**src/rtl/uart_link_pkg.sv**
```systemverilog
// Shared types for the UART link blocks: arbiter state encoding and default byte width.
package uart_link_pkg;

    typedef enum logic {ARB_IDLE, ARB_GRANT} arb_state_t;

    localparam int DEFAULT_DATA_WIDTH = 8;

endpackage

```
**src/rtl/rr_pick.sv**
```systemverilog
// Combinational round-robin picker: first asserted request at or after ptr, searching
// upward with wrap. Shared by the TX arbiter and the RX dispatcher.
module rr_pick
    import uart_link_pkg::*;
#(
    parameter int N = 3,
    localparam int PW = (N > 1) ? $clog2(N) : 1
) (
    input  logic [N-1:0]  req,
    input  logic [PW-1:0] ptr,
    output logic [PW-1:0] idx,
    output logic          found
);

    always_comb begin
        int pos;
        logic [PW-1:0] cand;
        pos   = 0;
        cand  = '0;
        idx   = '0;
        found = 1'b0;
        for (int k = 0; k < N; k++) begin
            pos = int'(ptr) + k;
            if (pos >= N) begin
                pos = pos - N;
            end
            cand = PW'(pos);
            if (!found && req[cand]) begin
                found = 1'b1;
                idx   = cand;
            end
        end
    end

endmodule

```
**src/rtl/uart_tx_arbiter.sv**
```systemverilog
// Frame-granular round-robin arbiter sharing the UART TX FIFO write port between
// NUM_REQ byte-stream requesters, with a per-grant beat watchdog.
module uart_tx_arbiter
    import uart_link_pkg::*;
#(
    parameter int DATA_WIDTH = DEFAULT_DATA_WIDTH,
    parameter int NUM_REQ    = 3,
    parameter int MAX_FRAME  = 16,
    localparam int IW = $clog2(NUM_REQ),
    localparam int CW = $clog2(MAX_FRAME + 1)
) (
    input  logic                          clk,
    input  logic                          reset,
    input  logic                          ena,
    input  logic [NUM_REQ*DATA_WIDTH-1:0] req_data,
    input  logic [NUM_REQ-1:0]            req_valid,
    input  logic [NUM_REQ-1:0]            req_last,
    output logic [NUM_REQ-1:0]            req_ready,
    output logic [DATA_WIDTH-1:0]         out_data,
    output logic                          out_valid,
    input  logic                          out_ready,
    output logic [IW-1:0]                 grant_id,
    output logic                          busy,
    output logic                          abort_pulse
);

    arb_state_t    state_q, state_d;
    logic [IW-1:0] rr_ptr_q, rr_ptr_d;
    logic [IW-1:0] grant_id_q, grant_id_d;
    logic [CW-1:0] beat_cnt_q, beat_cnt_d;
    logic          abort_q, abort_d;
    logic [IW-1:0] pick_idx;
    logic          pick_found;
    logic          beat;

    rr_pick #(.N(NUM_REQ)) u_pick (
        .req   (req_valid),
        .ptr   (rr_ptr_q),
        .idx   (pick_idx),
        .found (pick_found)
    );

    always_ff @(posedge clk or posedge reset) begin
        if (reset) begin
            state_q    <= ARB_IDLE;
            rr_ptr_q   <= '0;
            grant_id_q <= '0;
            beat_cnt_q <= '0;
            abort_q    <= 1'b0;
        end else begin
            state_q    <= state_d;
            rr_ptr_q   <= rr_ptr_d;
            grant_id_q <= grant_id_d;
            beat_cnt_q <= beat_cnt_d;
            abort_q    <= abort_d;
        end
    end

    always_comb begin
        state_d    = state_q;
        rr_ptr_d   = rr_ptr_q;
        grant_id_d = grant_id_q;
        beat_cnt_d = beat_cnt_q;
        abort_d    = 1'b0;
        out_data   = '0;
        out_valid  = 1'b0;
        req_ready  = '0;
        beat       = 1'b0;

        case (state_q)
            ARB_IDLE: begin
                if (ena && pick_found) begin
                    grant_id_d = pick_idx;
                    state_d    = ARB_GRANT;
                end
            end
            ARB_GRANT: begin
                for (int i = 0; i < NUM_REQ; i++) begin
                    if (grant_id_q == IW'(i)) begin
                        out_data = req_data[i*DATA_WIDTH +: DATA_WIDTH];
                    end
                end
                out_valid             = req_valid[grant_id_q] & ena;
                req_ready[grant_id_q] = out_ready & ena;
                beat                  = out_valid & out_ready;
                // A last byte always wins over the watchdog, so a frame of exactly
                // MAX_FRAME beats ends cleanly without an abort.
                if (beat) begin
                    if (req_last[grant_id_q] || (beat_cnt_q == CW'(MAX_FRAME - 1))) begin
                        state_d    = ARB_IDLE;
                        rr_ptr_d   = (grant_id_q == IW'(NUM_REQ - 1)) ? '0 : grant_id_q + IW'(1);
                        beat_cnt_d = '0;
                        abort_d    = ~req_last[grant_id_q];
                    end else begin
                        beat_cnt_d = beat_cnt_q + CW'(1);
                    end
                end
            end
            default: state_d = ARB_IDLE;
        endcase
    end

    assign grant_id    = grant_id_q;
    assign busy        = (state_q == ARB_GRANT);
    assign abort_pulse = abort_q;

endmodule

```
**config.mk**
```make
export PLATFORM = sky130hd
export DESIGN_NAME = uart_tx_arbiter
export DESIGN_NICKNAME = d
export VERILOG_FILES = /design/src/rtl/uart_link_pkg.sv /design/src/rtl/rr_pick.sv /design/src/rtl/uart_tx_arbiter.sv
export SDC_FILE = /design/constraint.sdc
export NUM_CORES = 1
export LEC_CHECK = 0
export ABC_AREA = 1
export CORE_MARGIN = 2
export CORE_UTILIZATION = 41
export CTS_CLUSTER_SIZE = 20
export DETAILED_ROUTE_END_ITERATION = 16
export PLACE_DENSITY = 0.87
export SYNTH_ARGS = -nofsm -noshare
export SYNTH_HDL_FRONTEND = slang
export SYNTH_HIERARCHICAL = 1
export SYNTH_SLANG_ARGS = --single-unit
```
**constraint.sdc**
```tcl
create_clock -name clk -period 2.2 [get_ports clk]
set_clock_uncertainty 0.15 [all_clocks]
set_input_delay 0.33 -clock clk [delete_from_list [all_inputs] [get_ports clk]]
set_output_delay 0.33 -clock clk [all_outputs]
set_load 0.005 [all_outputs]
```
**Run 1: metal 1**

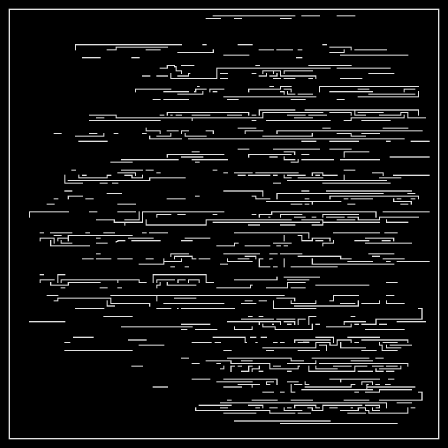
The layer holds 37% of the routed length. The layer carries 1,650 um of wire. 265 nets have wire on it. The longest straight run is 28.1 um. The wires run mostly horizontal.
overall via count from detail_route: 1,526
wire length reported by the detailed router: 4420 um
global routing usage on met1: 0.312

**Run 1: signal wires on met2**

Scale bar: 20 um.
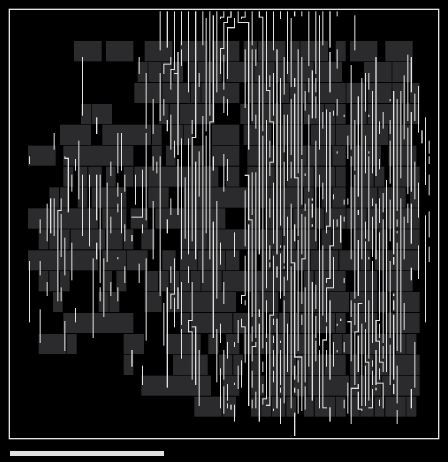
The longest straight run is 27.5 um. The layer carries 2,260 um of wire. The layer holds 51% of the routed length. The wires run mostly vertical. 252 nets have wire on it.
met2 global-route usage: 0.452

**Run 1: met3 routing**

Scale bar: 20 um.
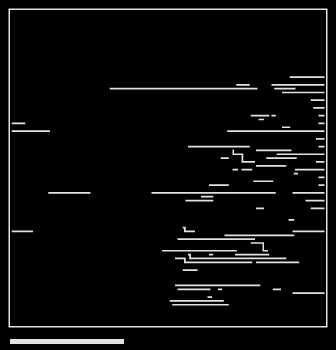
The layer carries 344 um of wire. The wires run mostly horizontal. 53 nets have wire on it. The layer holds 7.8% of the routed length. The longest straight run is 25.8 um.
met3 global-route usage: 0.0279

-- run 1: how the worst min path moves through the flow --
stage,start,to,slack (ns),cells after the start
floorplan,reset,abort_pulse,0.03,1
global route,reset,beat_cnt_q[3],0.26,2
finish,reset,beat_cnt_q[1],0.21,2
global placement,beat_cnt_q[4],beat_cnt_q[4],0.32,2
CTS,reset,beat_cnt_q[0],0.21,2
detailed placement,beat_cnt_q[4],beat_cnt_q[4],0.32,2
-- run 1: metal layers --
| metal | vias to the layer above | wire [um] |
|---|---|---|
| li1 | 712 | - |
| met1 | 700 | 1650 |
| met2 | 94 | 2260 |
| met3 | 20 | 344 |
| met4 | 0 | 162 |
| met5 | - | 0 |
-- run 1: timing repair --
action / in CTS / in global routing
setup buffers: 18 / 3
pin swaps: 4 / 5
cloned: 1 / 0
setup endpoints to repair: 9 / 11
gates resized: 16 / 13
-- run 1: worst max-delay path, delay by kind of cell (launching register included) --
kind	cells	cell delay, ns
flops	1	0.47
simple gates	4	0.41
buf+inv	3	0.76
-- run 1: kinds of logic (layout without fill, tap and decap cells) --
logic type / count (synthesis) / count (layout) / synth area share
and+or+nand+nor: 118 / 119 / 0.505
buffers and inverters: 29 / 105 / 0.111
AOI/OAI and AO/OA: 12 / 12 / 0.0594
DFF: 11 / 11 / 0.251
adders and majority gates: 5 / 5 / 0.0571
xor gates and xnor gates: 2 / 2 / 0.0160
-- run 1: sequential cells by signal, summed over array words and instances, names as in the netlist --
signal       count
abort_pulse      1
busy             1
beat_cnt_q       5
rr_ptr_q         2
grant_id         2
==> results.json, run 1 <==
{
  "reg_to_reg_start": "rr_ptr_q[0]",
  "worstSetupPathType": "flip-flop to primary output",
  "layout.nonclk_buf_frac": 0.370,
  "drtAntennaViolNets": 0,
  "layout.clock.cell_area_share": 0.0140,
  "drc_errors": 0,
  "setup.worst_path.start_class": "flip-flop",
  "floorplan.tapcells": 30,
  "status": "finished, violations left",
  "intPower_w": 0.00107,
  "synth.ff_latch_count": 11,
  "power.static_leakage_nw": 1.06,
  "insertion_delay_ns": 0.26,
  "violated_checks": "negative setup slack",
  "setup_viol": 2,
  "first_global_vias": 1360,
  "proportion_of_total_power_due_to_net_switching": 0.484,
  "ys_types": 23,
  "syn-num-nets": 216,
  "post_synth_most_frequent_cells": "sky130_fd_sc_hd__nand2_1 (69), sky130_fd_sc_hd__inv_1 (22), sky130_fd_sc_hd__nand3_1 (20)",
  "power-per-cell-area_mw_per_mm2": 1110,
  "pin_count_of_the_biggest_net_entering_global_routing": 12,
  "cp_slowest_stage_delay_ns": 0.50,
  "placed_cell_area_sq_mm": 0.00164,
  "pwr-share-seq": 0.162,
  "post_drt_wl_per_cell_um": 15.6,
  "power.clock.fraction": 0.065,
  "clock_tree_from_tritoncts": "done",
  "switchingPower_w": 0.00101,
  "drt_pass1_iterations": 4,
  "port_buffers": 49,
  "synth_warnings": 6,
  "post-route-util": 0.750,
  "syn_area_per_cell_sq_um": 6.19,
  "max_freq_ghz": 0.419,
  "synth-async-reset-ratio": 1.00,
  "cts_root_buffer": "sky130_fd_sc_hd__clkbuf_4",
  "die-height_um": 55.7,
  "timing.final.ws_setup_ns": -0.184,
  "min_path_type": "input pin to asynchronous set/reset pin",
  "critical_path.max_fanout": 5,
  "critical_path.slowest_cell": "sky130_fd_sc_hd__clkdlybuf4s50_1",
  "globalRouteOverflowTotal": 0,
  "die_area_sq_mm": 0.00310,
  "cts.reportedPaths.clkPinSlew_ns": 0.07,
  "cts_num_sinks": 11,
  "inverters_excl_clock": 27,
  "synthMostInstantiatedCell": "sky130_fd_sc_hd__nand2_1",
  "synth-area-yosys_sq_mm": 0.00109,
  "clk-power_w": 0.000134
}
**Run 1: congestion heat map**

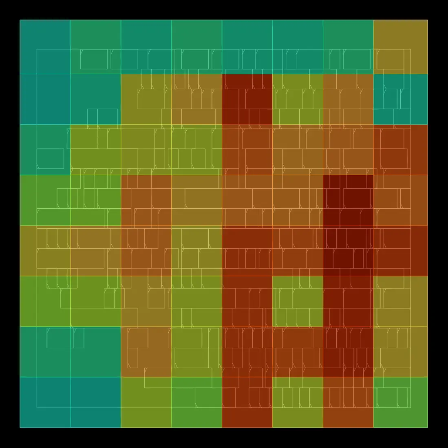

--- run 2 (diff from run 1) ---
CORE_UTILIZATION = 40   (was 41)
PLACE_DENSITY = 0.78   (was 0.87)
**Run 2: congestion heat map**

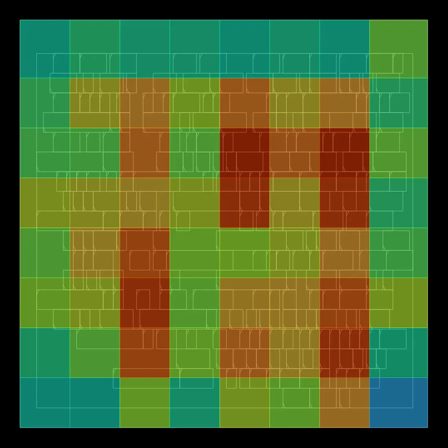
total routing usage reported by global routing: 0.229
fin util: 0.712
routed length per placed instance: 13.1 um
global routing usage on met1: 0.288

==> results.json, run 2 <==
{
  "worstSetupPathType": "flip-flop to primary output",
  "reg_to_reg_start": "rr_ptr_q[0]",
  "globalRouteOverflowTotal": 0,
  "setup.worst_path.start_class": "flip-flop",
  "post_synth_most_frequent_cells": "sky130_fd_sc_hd__nand2_1 (69), sky130_fd_sc_hd__inv_1 (22), sky130_fd_sc_hd__nand3_1 (20)",
  "met3RoutedLength_um": 137,
  "registers.top_by_ff_count": "beat_cnt_q",
  "largest_register_ffs": 5,
  "min_path_type": "input pin to asynchronous set/reset pin",
  "top_routing_layer_in_use": "met4",
  "synth-area-yosys_sq_mm": 0.00109,
  "synth-async-reset-ratio": 1.00,
  "drc_errors": 0,
  "max_freq_ghz": 0.478,
  "syn-num-nets": 216,
  "timing.final.ws_setup_ns": 0.106,
  "cts_num_sinks": 11,
  "status": "finished clean",
  "cts_root_buffer": "sky130_fd_sc_hd__clkbuf_4",
  "groute.layer.met2.usage": 0.405,
  "power-per-cell-area_mw_per_mm2": 1040
}
**Run 2: met3 routing**

Scale bar: 20 um.
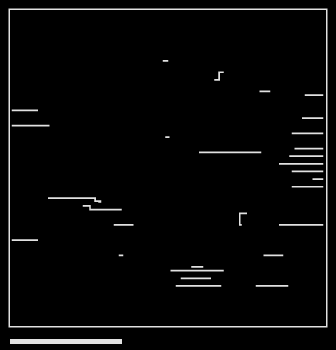
The layer carries 138 um of wire. The longest straight run is 10.8 um. 25 nets have wire on it. The layer holds 3.8% of the routed length. The wires run mostly horizontal.
overall via count from detail_route: 1,384
wire length reported by the detailed router: 3630 um
met3 global-route usage: 0.0346

[run 2: cell type report]
class                      count  area [sq um]
tap                           30          37.5
clock inverter                 1          5.00
multi-input combinational    137           708
clock buffer                   3          22.5
inverter                      27           109
timing repair buffer          69           653
fill                         205           732
sequential                    11           278
[run 2: cell families after synthesis]
kind of cell	count (synthesis)	share of synthesized area
DFF	11	0.251
AOI/OAI and AO/OA	12	0.0594
adders and majority gates	5	0.0571
buffers and inverters	29	0.111
xor gates and xnor gates	2	0.0160
and+or+nand+nor	118	0.505
[run 2: power breakdown]
part	internal, W	total (W)	switching, W
Combinational	0.000659	0.00139	0.000734
Clock	0.0000673	0.000141	0.0000734
Sequential	0.000264	0.000343	0.0000799
Total	0.000990	0.00188	0.000887
[run 2: what timing repair did]
item	CTS	global route
endpoints found under the setup margin	11	3
pin swaps	2	0
buffers inserted	15	0
hold buffers	0	0
hold endpoints to repair	0	0
gates resized	18	5
[run 2: worst max-delay path: stages (launching register included)]
cell and delay [ns]:
sky130_fd_sc_hd__dfrtp_2 0.48, sky130_fd_sc_hd__buf_4 0.17, sky130_fd_sc_hd__inv_1 0.10, sky130_fd_sc_hd__nand3_1 0.10
sky130_fd_sc_hd__nand3_2 0.10, sky130_fd_sc_hd__nand3_1 0.09, sky130_fd_sc_hd__inv_1 0.08, sky130_fd_sc_hd__dlygate4sd2_1 0.23
[run 2: through the flow]
step                      cell area [sq um]  total power (W)
after floorplan                        1090          0.00108
final                                  1810          0.00188
after global placement                 1650          0.00149
after CTS                              1800          0.00184
after detailed placement               1650          0.00154
after global routing                   1810          0.00204
Power figures rest on the tool's default switching activity, not on a simulated workload.
